### src/rtl/ps2_voice_allocator.sv
// ps2_voice_allocator: turns the decoded PS/2 byte stream into key make/break
// events and schedules them onto a fixed pool of tone-generator voices.
//   Clock        system clock, rising edge
//   btnCpuReset  asynchronous active-low reset
//   KCode        received scan-code byte (valid while isValid high)
//   isValid      one-cycle pulse marking a new byte on KCode
//   VoiceActive  bit i high while voice i holds a key
//   VoiceCodes   voice i key {extended, code} at [9i+8:9i]
//   NoteOn       one-cycle pulse, EventVoice newly allocated
//   NoteOff      one-cycle pulse, EventVoice released
//   EventVoice   voice index of the latest NoteOn/NoteOff
//   Dropped      one-cycle pulse, make code arrived with every voice busy
module ps2_voice_allocator #(
    parameter int unsigned VOICES  = 4,
    parameter int unsigned IDX_W   = 2,
    parameter int unsigned TIMEOUT = 100000,
    parameter int unsigned TO_W    = 17
) (
    input  logic                  Clock,
    input  logic                  btnCpuReset,
    input  logic [7:0]            KCode,
    input  logic                  isValid,
    output logic [VOICES-1:0]     VoiceActive,
    output logic [9*VOICES-1:0]   VoiceCodes,
    output logic                  NoteOn,
    output logic                  NoteOff,
    output logic [IDX_W-1:0]      EventVoice,
    output logic                  Dropped
);

    localparam int unsigned KEY_W = 9;

    localparam logic [1:0] ST_IDLE    = 2'd0;
    localparam logic [1:0] ST_EXT     = 2'd1;
    localparam logic [1:0] ST_BRK     = 2'd2;
    localparam logic [1:0] ST_EXT_BRK = 2'd3;

    logic [1:0]       state;
    logic [1:0]       state_nxt;
    logic [TO_W-1:0]  to_cnt;
    logic [TO_W-1:0]  to_cnt_nxt;

    logic             ignored_c;
    logic             make_c;
    logic             brk_c;
    logic             ext_c;
    logic [KEY_W-1:0] key_c;

    logic             hit_c;
    logic [IDX_W-1:0] hit_idx_c;
    logic             free_c;
    logic [IDX_W-1:0] free_idx_c;

    // Bytes that never form a key: error, overrun, BAT-ok and ack responses.
    always_comb begin
        ignored_c = (KCode == 8'h00) || (KCode == 8'hFF) || (KCode == 8'hAA) ||
                    (KCode == 8'hFA) || (KCode == 8'hFE);
    end

    // Prefix FSM next state, key event decode and prefix timeout counter.
    always_comb begin
        state_nxt  = state;
        to_cnt_nxt = to_cnt;
        make_c     = 1'b0;
        brk_c      = 1'b0;
        ext_c      = 1'b0;
        if (isValid) begin
            to_cnt_nxt = '0;
            case (state)
                ST_IDLE: begin
                    if (KCode == 8'hE0) begin
                        state_nxt = ST_EXT;
                    end else if (KCode == 8'hF0) begin
                        state_nxt = ST_BRK;
                    end else begin
                        make_c = !ignored_c;
                    end
                end
                ST_EXT: begin
                    if (KCode == 8'hF0) begin
                        state_nxt = ST_EXT_BRK;
                    end else if (KCode != 8'hE0) begin
                        state_nxt = ST_IDLE;
                        make_c    = !ignored_c;
                        ext_c     = 1'b1;
                    end
                end
                ST_BRK: begin
                    state_nxt = ST_IDLE;
                    brk_c     = !ignored_c;
                end
                default: begin
                    state_nxt = ST_IDLE;
                    brk_c     = !ignored_c;
                    ext_c     = 1'b1;
                end
            endcase
        end else if (state != ST_IDLE) begin
            // Expire on the cycle the count would reach TIMEOUT.
            if (to_cnt == TO_W'(TIMEOUT - 1)) begin
                state_nxt  = ST_IDLE;
                to_cnt_nxt = '0;
            end else begin
                to_cnt_nxt = to_cnt + TO_W'(1);
            end
        end
    end

    always_comb begin
        key_c = {ext_c, KCode};
    end

    // Descending scan so the lowest matching / lowest free index wins.
    always_comb begin
        hit_c      = 1'b0;
        hit_idx_c  = '0;
        free_c     = 1'b0;
        free_idx_c = '0;
        for (int i = VOICES - 1; i >= 0; i--) begin
            if (VoiceActive[i] && (VoiceCodes[KEY_W*i +: KEY_W] == key_c)) begin
                hit_c     = 1'b1;
                hit_idx_c = IDX_W'(i);
            end
            if (!VoiceActive[i]) begin
                free_c     = 1'b1;
                free_idx_c = IDX_W'(i);
            end
        end
    end

    // State register.
    always_ff @(posedge Clock or negedge btnCpuReset) begin
        if (!btnCpuReset) begin
            state  <= ST_IDLE;
            to_cnt <= '0;
        end else begin
            state  <= state_nxt;
            to_cnt <= to_cnt_nxt;
        end
    end

    // Voice pool and event outputs.
    always_ff @(posedge Clock or negedge btnCpuReset) begin
        if (!btnCpuReset) begin
            VoiceActive <= '0;
            VoiceCodes  <= '0;
            NoteOn      <= 1'b0;
            NoteOff     <= 1'b0;
            Dropped     <= 1'b0;
            EventVoice  <= '0;
        end else begin
            NoteOn  <= 1'b0;
            NoteOff <= 1'b0;
            Dropped <= 1'b0;
            if (make_c && !hit_c) begin
                if (free_c) begin
                    for (int i = 0; i < VOICES; i++) begin
                        if (free_idx_c == IDX_W'(i)) begin
                            VoiceActive[i]                 <= 1'b1;
                            VoiceCodes[KEY_W*i +: KEY_W]   <= key_c;
                        end
                    end
                    NoteOn     <= 1'b1;
                    EventVoice <= free_idx_c;
                end else begin
                    Dropped <= 1'b1;
                end
            end else if (brk_c && hit_c) begin
                for (int i = 0; i < VOICES; i++) begin
                    if (hit_idx_c == IDX_W'(i)) begin
                        VoiceActive[i] <= 1'b0;
                    end
                end
                NoteOff    <= 1'b1;
                EventVoice <= hit_idx_c;
            end
        end
    end

endmodule

### config.mk
export PLATFORM = sky130hd
export DESIGN_NAME = ps2_voice_allocator
export DESIGN_NICKNAME = d
export VERILOG_FILES = /design/src/rtl/ps2_voice_allocator.sv
export SDC_FILE = /design/constraint.sdc
export NUM_CORES = 1
export LEC_CHECK = 0
export CAP_MARGIN = 20
export CORE_MARGIN = 3
export CORE_UTILIZATION = 54
export DETAILED_ROUTE_END_ITERATION = 10
export GPL_TIMING_DRIVEN = 0
export PLACE_DENSITY = 0.81
export REMOVE_ABC_BUFFERS = 1
export SLEW_MARGIN = 0
export SYNTH_ARGS = -nofsm -noshare
export SYNTH_HDL_FRONTEND = slang
export SYNTH_SLANG_ARGS = --single-unit
### constraint.sdc
create_clock -name Clock -period 2.75 [get_ports Clock]
set_input_delay 0.275 -clock Clock [delete_from_list [all_inputs] [get_ports Clock]]
set_output_delay 0.275 -clock Clock [all_outputs]
set_load 0.03 [all_outputs]
Figure 1. Cell area per tile.
(4 px per um) 9 x 9 tiles, from white (low) to dark blue (high), 0 to 100% covered.
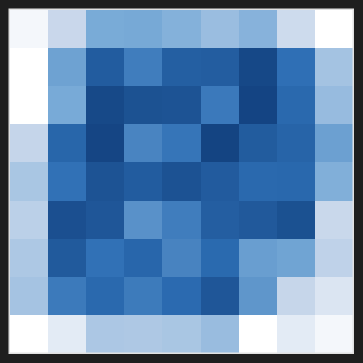
densest ninth of the die: center
fullest tile: 92%
nearly empty tiles: 6.2%
tiles over 75% full: 38%
mean over tiles: 56%

Figure 2. Routed metal, one color a layer.
(6 px per um)
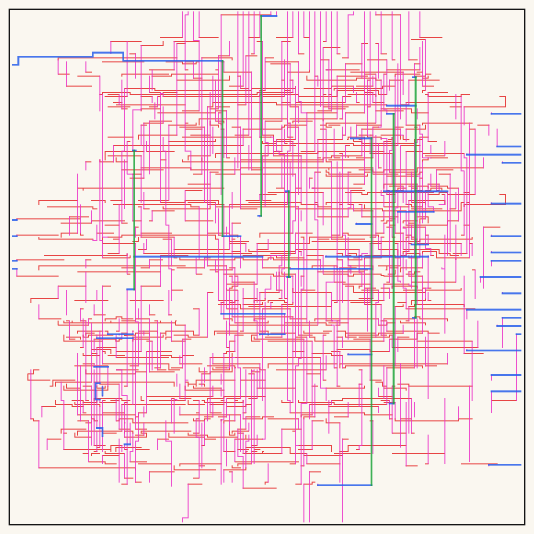
legend:
  red:
    layer: M1
    wire_length: 3380 um
  magenta:
    layer: M2
    wire_length: 3500 um
  green:
    layer: M4
    wire_length: 246 um
  blue:
    layer: M3
    wire_length: 272 um

-- final timing paths --
kind,cells past startpoint,slack (ns),to
max,9,0.05,VoiceCodes[16]
min,1,0.03,VoiceCodes[11]
max reg2reg,8,0.25,VoiceCodes[16]
min reg2reg,1,0.51,EventVoice[0]
max in group asynchronous,1,2.20,VoiceCodes[3]
min in group Clock,2,0.45,VoiceCodes[28]
-- worst max-delay path: cells and delay by family --
kind            cells  cell delay (ns)
mux                 1             0.33
buf+inv             1             0.41
compound gates      1             0.40
simple gates        6             1.49
-- through the flow --
| stage | power, W | cell area [um2] |
|---|---|---|
| after floorplan | 0.00191 | 3330 |
| after global placement | 0.00233 | 3970 |
| after detailed placement | 0.00235 | 3980 |
| after CTS | 0.00323 | 4240 |
| after global routing | 0.00335 | 4230 |
| final | 0.00320 | 4230 |
-- power by group --
part	total [W]	switching (W)	internal (W)
sequential	0.00124	0.000146	0.00110
clock	0.000863	0.000347	0.000517
combinational	0.00110	0.000580	0.000516
total	0.00320	0.00107	0.00213
-- state kept, by name (all words and copies together) (netlist names) --
signal,cells
state,2
Dropped,1
VoiceActive,4
NoteOn,1
NoteOff,1
to_cnt,17
EventVoice,2
VoiceCodes,36
-- layout make-up --
class,count,area [um2]
fillers,456,1790
multi-input cells,229,1770
flip-flops and latches,64,1600
repair buffers,56,536
clock buffers,14,183
well taps,75,93.8
clock inverters,2,35.0
inverters,5,18.8
-- cell families (layout without fill, tap and decap cells) --
group | after synthesis | in the layout
adders and majority gates | 1 | 1
muxes | 39 | 39
xor gates and xnor gates | 50 | 50
AOI/OAI and AO/OA | 27 | 27
DFF | 64 | 64
buffers and inverters | 19 | 77
and+or+nand+nor | 112 | 112
-- what timing repair did --
action / in CTS / in global routing
gates resized: 21 / 9
hold buffers: 0 / 0
endpoints found under the setup margin: 43 / 35
==> flow_summary.toml <==
# synthesis and place-and-route metrics
[detailed_routing]
wirelength_met1_um = 3380
wl_um = 7400
dr.pass1.iters = 4
drc_errors = 0
routed-wl-met3_um = 271
wl_met2_um = 3500
drt-initial-drc-count = 118
vias = 2503
wl_per_cell_um = 16.6
routed.top_layer = "met4"
drtAntennaViolNets = 0

[pwr]
power_density_nw_per_um2 = 756
cellLeakagePower_nw = 1.80
ir_drop_mv = 0.571

[sta]
tightest_slew_ns = 0.804
rsz0062_at_grt = "false"
hold_viol = 0
setup_viol = 0
fmax_mhz = 370
relSlewSlack_pct = 46.4
period_minus_slack_ns = 2.70
slew_viol_final = 0
hold_slack_ns = 0.0274
skew_ns = 0.00691
fin_ws_ns = 0.0495
period_used_pct = 98.2
tns_ns = 0

[cts]
clock_sinks = 64
cts_root_buffer = "clkbuf_8"
insertion_delay_ns = 0.34
cts_made_buffers = 9
clk_pin_slew_worst_paths_ns = 0.07
htree_levels = 3
cts_tree = "done"
max-clock-path-buffers = 2

[die]
die_width_um = 85.7
fp_util_pct = 56.9
die_area_um2 = 7340
core_um2 = 6030
rows = 28
io-pin-count = 56
die_y_um = 85.7

[setup_path]
critPathMaxStageDelay_ns = 0.51
cp-end-kind = "flop"
r2r-start = "VoiceCodes[24]"
worstPathCellList = "dlygate4sd2_1 -> and2_1 -> and3_1 -> a2111oi_4 -> nand2_2 -> nor3_4 -> nor2_4 -> or3b_4 -> mux2_4"
crit_path_start = "KCode[7]"
crit_arrival_ns = 2.93
crit_required_ns = 2.98
crit_slowest_cell = "or3b_4"
startpoint_type = "input pin"
crit_fanout = 10
worstSetupPathType = "input pin to flop"

[logic_synthesis]
synth.most_common_cell = "dfrtp_1"
top_area_share_pct = 46.7
topCombFamilyByArea = "simple AND/OR/NAND/NOR gates"
synth.distinct_cells = 47
seq_area_frac_synth_pct = 46.7
area_leaders = "dfrtp_1, xnor2_1, mux2_2"
edf_count = 0
ys_area_um2 = 3430
synthArstFlopShare_pct = 100
yosys-top-cells-count = "dfrtp_1, xnor2_1, mux2_2"
netlist_area_um2 = 3430
xor_share_pct = 12.8
yosys_cells = 312
syn_inst = 312
syn_avg_cell_area_um2 = 11.0
yosysWarningCount = 0
ys_sh_mux_pct = 13.8
largest_area_cell = "dfrtp_1"
compound_area_share_pct = 5.95
fa_ha_area_share_pct = 0.365
ff_type = "dfrtp_1"
synth-simple-area-share_pct = 17.0

[grt]
grt_max_degree = 65
track_usage_pct = 21.5
met3_usage_pct = 3.94
top_usage_layer = "met2"
grt_overflow = 0
grtUsageMet1_pct = 27.7
antenna_found_initial = 0
grt_pass1_wl_um = 12200
met2_usage_pct = 34.0
grt_pass1_vias = 2505

[placement]
pre_cts_ws_ns = -1.22
dpl.cell_count = 429
hpwl_um = 5070
gp_congestion = 0.800
portBuffers = 55

[cells_and_area]
antennaDiodeCount = 0
drive_above_1_share_pct = 21.4
finalNetCount = 377
fin_cells = 445
final_cell_mix = "dfrtp_1, clkdlybuf4s50_1, xnor2_1"
lay_top_count = "dfrtp_1"
area_growth_pct = 23.6
post-route-util_pct = 70.3

[status]
status = "finished, final reports clean"

[job]
max_cap_viol_count = 0

[worst_hold_path]
worstHoldPathType = "input pin to async pin"
Power and IR drop assume default switching activity.
